**config.mk**
```make
export PLATFORM = sky130hd
export DESIGN_NAME = megarom_flash_sequencer
export DESIGN_NICKNAME = d
export VERILOG_FILES = /design/src/rtl/megarom_flash_sequencer.sv
export SDC_FILE = /design/constraint.sdc
export NUM_CORES = 1
export LEC_CHECK = 0
export ABC_AREA = 0
export CELL_PAD_IN_SITES_DETAIL_PLACEMENT = 1
export CELL_PAD_IN_SITES_GLOBAL_PLACEMENT = 1
export CORE_AREA = 2 2 93 185
export CTS_CLUSTER_SIZE = 24
export DETAILED_ROUTE_END_ITERATION = 8
export DIE_AREA = 0 0 95 187
export MAX_ROUTING_LAYER = met4
export PLACE_DENSITY = 0.64
export RECOVER_POWER = 50
export SYNTH_ARGS = -nofsm -noshare
export SYNTH_HDL_FRONTEND = slang
export SYNTH_SLANG_ARGS = --single-unit
```
**constraint.sdc**
```tcl
create_clock -name clk -period 6 [get_ports clk]
set_clock_uncertainty 0.05 [all_clocks]
set_input_delay 1.2 -clock clk [delete_from_list [all_inputs] [get_ports clk]]
set_output_delay 1.2 -clock clk [all_outputs]
set_load 0.05 [all_outputs]
```
**src/rtl/megarom_flash_sequencer.sv**
```systemverilog
// Flash command sequencer for the MegaROM board: turns read/program/erase/release
// requests into 32-bit SPI frames for the CPLD bridge, with JEDEC unlock and data polling.
module megarom_flash_sequencer #(
    parameter int SCK_DIV    = 2,
    parameter int POLL_LIMIT = 65535
) (
    input  logic        clk,
    input  logic        nRESET,
    input  logic        cmd_valid,
    output logic        cmd_ready,
    input  logic [1:0]  cmd_op,
    input  logic [18:0] cmd_addr,
    input  logic [7:0]  cmd_data,
    output logic        rsp_valid,
    output logic [7:0]  rsp_data,
    output logic        rsp_error,
    output logic        busy,
    output logic        spi_SCK,
    output logic        spi_SS,
    output logic        spi_MOSI,
    input  logic        spi_MISO
);
    localparam logic [1:0]  OP_PROG   = 2'b01;
    localparam logic [1:0]  OP_ERASE  = 2'b10;
    localparam logic [1:0]  OP_REL    = 2'b11;
    localparam logic [7:0]  DIV_LAST  = 8'(SCK_DIV - 1);
    localparam logic [15:0] POLL_LAST = 16'(POLL_LIMIT - 1);

    typedef enum logic [2:0] {IDLE, LOAD, GAP, SHIFT, EVAL, DONE} state_t;
    state_t state, state_next;

    logic [7:0]  div, div_next;
    logic        half, half_next;
    logic [4:0]  bit_idx, bit_next;
    logic [2:0]  step, step_next;
    logic [15:0] poll_cnt, poll_next;
    logic        link_fault, fault_next;
    logic        accept, sample, poll_hit, poll_end, is_poll;
    logic [2:0]  unlock_n;
    logic [7:0]  target;
    logic [1:0]  op;
    logic [18:0] addr;
    logic [7:0]  data;
    logic [31:0] frame;
    logic [7:0]  rx;

    function automatic logic [31:0] wr_frame(input logic [18:0] a, input logic [7:0] d);
        return {4'h0, d, 1'b0, a};
    endfunction

    function automatic logic [31:0] rd_frame(input logic [18:0] a);
        return {12'h000, 1'b1, a};
    endfunction

    // Frames at steps past the unlock sequence are poll reads at the command address.
    function automatic logic [31:0] select_frame(input logic [1:0] o, input logic [2:0] s,
                                                 input logic [18:0] a, input logic [7:0] d);
        logic [31:0] f;
        f = rd_frame(a);
        if (o == OP_REL) begin
            f = 32'hFFFF_FFFF;
        end else if (o == OP_PROG) begin
            case (s)
                3'd0:    f = wr_frame(19'h05555, 8'hAA);
                3'd1:    f = wr_frame(19'h02AAA, 8'h55);
                3'd2:    f = wr_frame(19'h05555, 8'hA0);
                3'd3:    f = wr_frame(a, d);
                default: f = rd_frame(a);
            endcase
        end else if (o == OP_ERASE) begin
            case (s)
                3'd0:    f = wr_frame(19'h05555, 8'hAA);
                3'd1:    f = wr_frame(19'h02AAA, 8'h55);
                3'd2:    f = wr_frame(19'h05555, 8'h80);
                3'd3:    f = wr_frame(19'h05555, 8'hAA);
                3'd4:    f = wr_frame(19'h02AAA, 8'h55);
                3'd5:    f = wr_frame({a[18:12], 12'h000}, 8'h30);
                default: f = rd_frame(a);
            endcase
        end
        return f;
    endfunction

    assign cmd_ready = (state == IDLE) || (state == DONE);
    assign busy      = ~cmd_ready;
    assign rsp_valid = (state == DONE);
    assign accept    = cmd_valid && cmd_ready;
    assign sample    = (state == SHIFT) && !half && (div == DIV_LAST);
    assign poll_hit  = (rx == target);
    assign poll_end  = !is_poll || poll_hit || link_fault || (poll_cnt == POLL_LAST);

    always_comb begin
        unlock_n = 3'd0;
        is_poll  = 1'b0;
        target   = 8'hFF;
        case (op)
            OP_PROG:  begin unlock_n = 3'd4; is_poll = 1'b1; target = data; end
            OP_ERASE: begin unlock_n = 3'd6; is_poll = 1'b1; end
            default:  ;
        endcase
    end

    always_comb begin
        state_next = state;
        div_next   = div;
        half_next  = half;
        bit_next   = bit_idx;
        step_next  = step;
        poll_next  = poll_cnt;
        fault_next = link_fault;
        case (state)
            IDLE, DONE: begin
                state_next = IDLE;
                if (accept) begin
                    state_next = LOAD;
                    step_next  = 3'd0;
                    poll_next  = 16'd0;
                    fault_next = 1'b0;
                end
            end
            LOAD: begin
                state_next = GAP;
                div_next   = 8'd0;
                half_next  = 1'b0;
                bit_next   = 5'd0;
            end
            GAP: begin
                if (div == DIV_LAST) begin
                    div_next  = 8'd0;
                    half_next = ~half;
                    if (half) state_next = SHIFT;
                end else begin
                    div_next = div + 8'd1;
                end
            end
            SHIFT: begin
                if (div == DIV_LAST) begin
                    div_next  = 8'd0;
                    half_next = ~half;
                    if (half) begin
                        if (bit_idx == 5'd31) state_next = EVAL;
                        else                  bit_next   = bit_idx + 5'd1;
                    end
                end else begin
                    div_next = div + 8'd1;
                end
                // Bridge echoes an alternating pattern on bits 1-18; anything else is a broken link.
                if (sample && (bit_idx >= 5'd1) && (bit_idx <= 5'd18) && (spi_MISO != bit_idx[0]))
                    fault_next = 1'b1;
            end
            EVAL: begin
                if (step < unlock_n) begin
                    step_next  = step + 3'd1;
                    state_next = LOAD;
                end else begin
                    if (is_poll) poll_next = poll_cnt + 16'd1;
                    state_next = poll_end ? DONE : LOAD;
                end
            end
            default: state_next = IDLE;
        endcase
    end

    always_ff @(posedge clk or negedge nRESET) begin
        if (!nRESET) begin
            state      <= IDLE;
            div        <= 8'd0;
            half       <= 1'b0;
            bit_idx    <= 5'd0;
            step       <= 3'd0;
            poll_cnt   <= 16'd0;
            link_fault <= 1'b0;
            rsp_data   <= 8'h00;
            rsp_error  <= 1'b0;
            spi_SCK    <= 1'b0;
            spi_SS     <= 1'b1;
            spi_MOSI   <= 1'b0;
        end else begin
            state      <= state_next;
            div        <= div_next;
            half       <= half_next;
            bit_idx    <= bit_next;
            step       <= step_next;
            poll_cnt   <= poll_next;
            link_fault <= fault_next;
            if (state == EVAL && state_next == DONE) begin
                rsp_data  <= rx;
                rsp_error <= link_fault | (is_poll & ~poll_hit);
            end
            // SPI pins are registered images of the next state so they never glitch.
            spi_SCK  <= ((state_next == GAP) && !half_next) || ((state_next == SHIFT) && half_next);
            spi_SS   <= (state_next == GAP) || (state_next == IDLE) || (state_next == DONE);
            spi_MOSI <= (state_next == SHIFT) ? frame[5'd31 - bit_next] : 1'b0;
        end
    end

    always_ff @(posedge clk) begin
        if (accept) begin
            op   <= cmd_op;
            addr <= cmd_addr;
            data <= cmd_data;
        end
        if (state == LOAD) frame <= select_frame(op, step, addr, data);
        if (sample && (bit_idx >= 5'd24)) rx <= {rx[6:0], spi_MISO};
    end
endmodule

```
==> results.py <==
# Physical implementation metrics
metrics = {
    "status": {
        "status": "finished with violations",
        "violations": "max-capacitance violations, max-slew violations",
    },
    "pwr": {
        "leakagePower_uw": 0.00280,
        "p_switching_uw": 844,
        "power.clock.total_uw": 1080,
        "power.internal_uw": 1830,
        "p_total_uw": 2670,
        "power.density_mw_per_mm2": 385,
        "peakVddDrop_mv": 0.169,
        "seqPwrFrac": 0.359,
        "pwr-share-comb": 0.237,
        "pg_seq_uw": 959,
        "top_power_group": "the clock network",
        "comb-power_uw": 633,
        "pwr-share-clk": 0.405,
    },
    "critical_path": {
        "crit_required_ns": 4.75,
        "arrival_ns": 2.41,
        "reg2reg_depth": 8,
        "crit_path_start_kind": "flip-flop",
        "reg2reg_to": "spi_MOSI",
        "worstPathMaxFanout": 12,
        "worstSetupPathType": "reg2out",
        "cp-endpoint": "cmd_ready",
        "reg2reg_from": "div[5]",
        "rrSetupSlack_ns": 2.44,
        "crit_path_end_kind": "output port",
    },
    "logic_synthesis": {
        "syn_inst": 508,
        "edf_count": 66,
        "yosys_warnings": 0,
        "netlist_area_mm2": 0.00565,
        "ys_chip_area_mm2": 0.00565,
        "ys.flops": 115,
        "synth.distinct_cells": 63,
        "syn-num-nets": 558,
        "async_flop_share": 0.426,
        "syn_avg_cell_area_um2": 11.1,
        "ys.flop_type": "edfxtp_1",
    },
    "worst_hold_path": {
        "min-delay-path-class": "reg2reg",
        "worstHoldStart": "rsp_data[6]",
    },
    "routing": {
        "vias_per_cell": 5.20,
        "first_pass_iters": 4,
        "vias": 4077,
        "ant_nets": 0,
        "wirelength_um": 13600,
    },
    "clocking": {
        "clockBufferDepth": 2,
        "cts.htree.levels": 4,
        "cts-resized-gates": 0,
        "hold_buffers": 0,
        "cts.sinks": 115,
        "cts.reportedPaths.clkPinSlew_ns": 0.05,
        "cts_setup_buffers": 0,
        "insertion_delay_ns": 0.42,
    },
    "cells_and_area": {
        "regMostFlops": "frame",
        "comb_share": 0.326,
        "final_nets": 614,
        "area_delta_synth_final_pct": 23.0,
        "n_all_buffers": 51,
        "seq_area_frac": 0.462,
        "clockBufferCount": 17,
        "regArea_mm2": 0.00321,
        "lay_top_count": "edfxtp_1",
        "largest_register_ffs": 29,
        "comb_area_mm2": 0.00226,
        "comb_cells": 354,
        "dominant_cells": "registers",
        "nonClkBufAreaFrac": 0.0702,
        "reg.largest.list": "frame: 29 flops, addr: 19 flops, poll_cnt: 16 flops",
        "inv_count": 25,
        "final_cell_mix": "edfxtp_1 (66), nor2_1 (49), dfrtp_1 (48), o21ai_0 (45), nand2_1 (40)",
        "drive_above_1_share": 0.104,
        "nFillCells": 1783,
        "clk_share": 0.0910,
    },
    "sta": {
        "finalHoldViolCount": 0,
        "post-route-min-period_ns": 3.66,
        "slew-limit-headroom": -0.818,
        "setup_viol": 0,
        "period_used_share": 0.610,
        "report.final.slew_viol_count": 81,
        "clock.fmax_mhz": 273,
        "worst_pin_slew_ns": 2.73,
        "rsz0062_at_grt": "no",
        "tns_ns": 0,
    },
    "run": {
        "maxCapViolCount": 2,
        "tool_warnings": 36,
    },
    "floorplan": {
        "floorplan.core_util": 0.342,
        "num_tap_cells": 207,
        "fp.dieW_um": 95,
        "coreArea_mm2": 0.0165,
        "io_pins": 48,
        "die_h_um": 187,
    },
    "placed_design": {
        "hpwl_um": 9510,
        "gp_congestion": 0.849,
        "io_buffers": 47,
    },
    "global_routing": {
        "antenna_found_initial": 0,
        "grt_util_all_layers": 0.170,
        "grt_max_degree": 50,
        "grt_pass1_wl_um": 22600,
        "grt.overflow.total": 0,
    },
}
==> Yosys cell counts (6+ instances only) <==
master / n / area, um^2
a21o_1: 16 / 120
a21oi_1: 31 / 155
a31oi_1: 6 / 37.5
and3_1: 7 / 43.8
clkbuf_1: 8 / 30.0
dfrtp_1: 48 / 1200
edfxtp_1: 66 / 1980
ha_1: 17 / 213
inv_1: 24 / 90.1
mux2_2: 10 / 113
mux2i_1: 11 / 110
nand2_1: 40 / 150
nand3_1: 13 / 65.1
nand4_1: 7 / 43.8
nor2_1: 49 / 184
nor2b_1: 8 / 50.1
nor3_1: 10 / 50.1
o21ai_0: 45 / 225
or3_1: 6 / 37.5
xor2_1: 12 / 105
==> routing by layer <==
metal	global-route usage	vias up	part of all wire
met5	-	-	0
li1	-	1983	-
met4	0.0647	0	0.020
met3	0.0322	19	0.024
met2	0.269	59	0.51
met1	0.213	2016	0.45
==> worst max-delay path, cell delays in order (launching register included) <==
cell and delay (ns):
dfrtp_1 0.49, nor2b_1 0.26, or3_1 0.39, inv_1 0.06, clkdlybuf4s50_1 0.79
==> logic make-up (layout without fill, tap and decap cells) <==
logic type | after synthesis | after routing | share of synthesized area
compound gates | 129 | 129 | 0.145
xor+xnor | 16 | 16 | 0.0248
fa+ha+maj | 17 | 17 | 0.0377
buf+inv | 39 | 108 | 0.0288
flops | 115 | 115 | 0.568
mux | 21 | 21 | 0.0395
simple gates | 171 | 171 | 0.156
==> per-stage QoR <==
step           instance area, um^2  worst slack [ns]  instances  hold WS, ns
6_report                      6950              2.34        784        0.463
3_5_place_dp                  6330              2.18        752        0.444
5_1_grt                       6950              1.96        784        0.475
3_3_place_gp                  6330              2.27        752        0.444
4_1_cts                       6970              2.32        784        0.469
2_1_floorplan                 5650              2.67        508        0.418
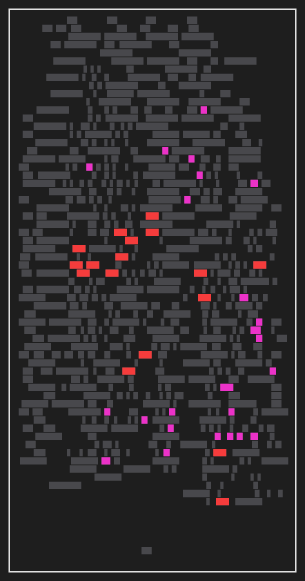
(logic cells by family)
Drawn at 3 px/um.
colour	family	cells
red	adder and majority cells	17
magenta	AND and OR gates	24

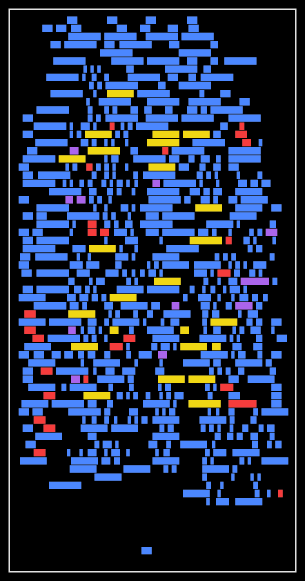
(cell sizes after repair)
Drawn at 3 px/um.
colour	size	cells	share	most used
red	drive 2	25	4.3%	mux2_2
blue	drive 1 or less	517	90%	edfxtp_1
purple	drive 3 to 4	11	1.9%	clkinv_4
yellow	drive 6 and up	24	4.2%	clkbuf_16

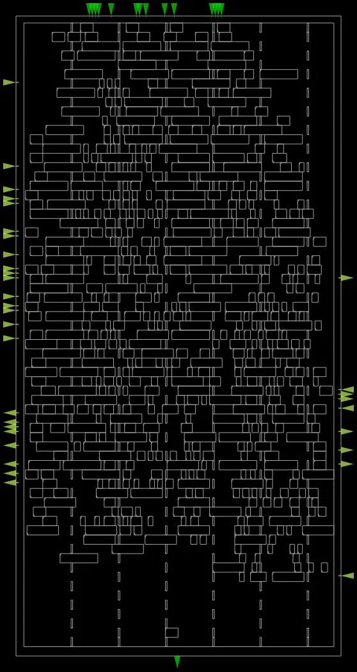
(cell outlines without signal wires)
# rows: 67
flip-flops: 115

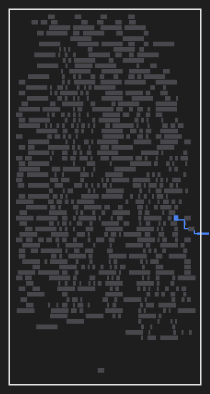
(port wiring)
Drawn at 2 px/um.
colour	port	bits	direction	edge	end cells	buffers	wire
blue	busy	1	output	right	1	1	13.3 um

Power and IR drop assume default switching activity.
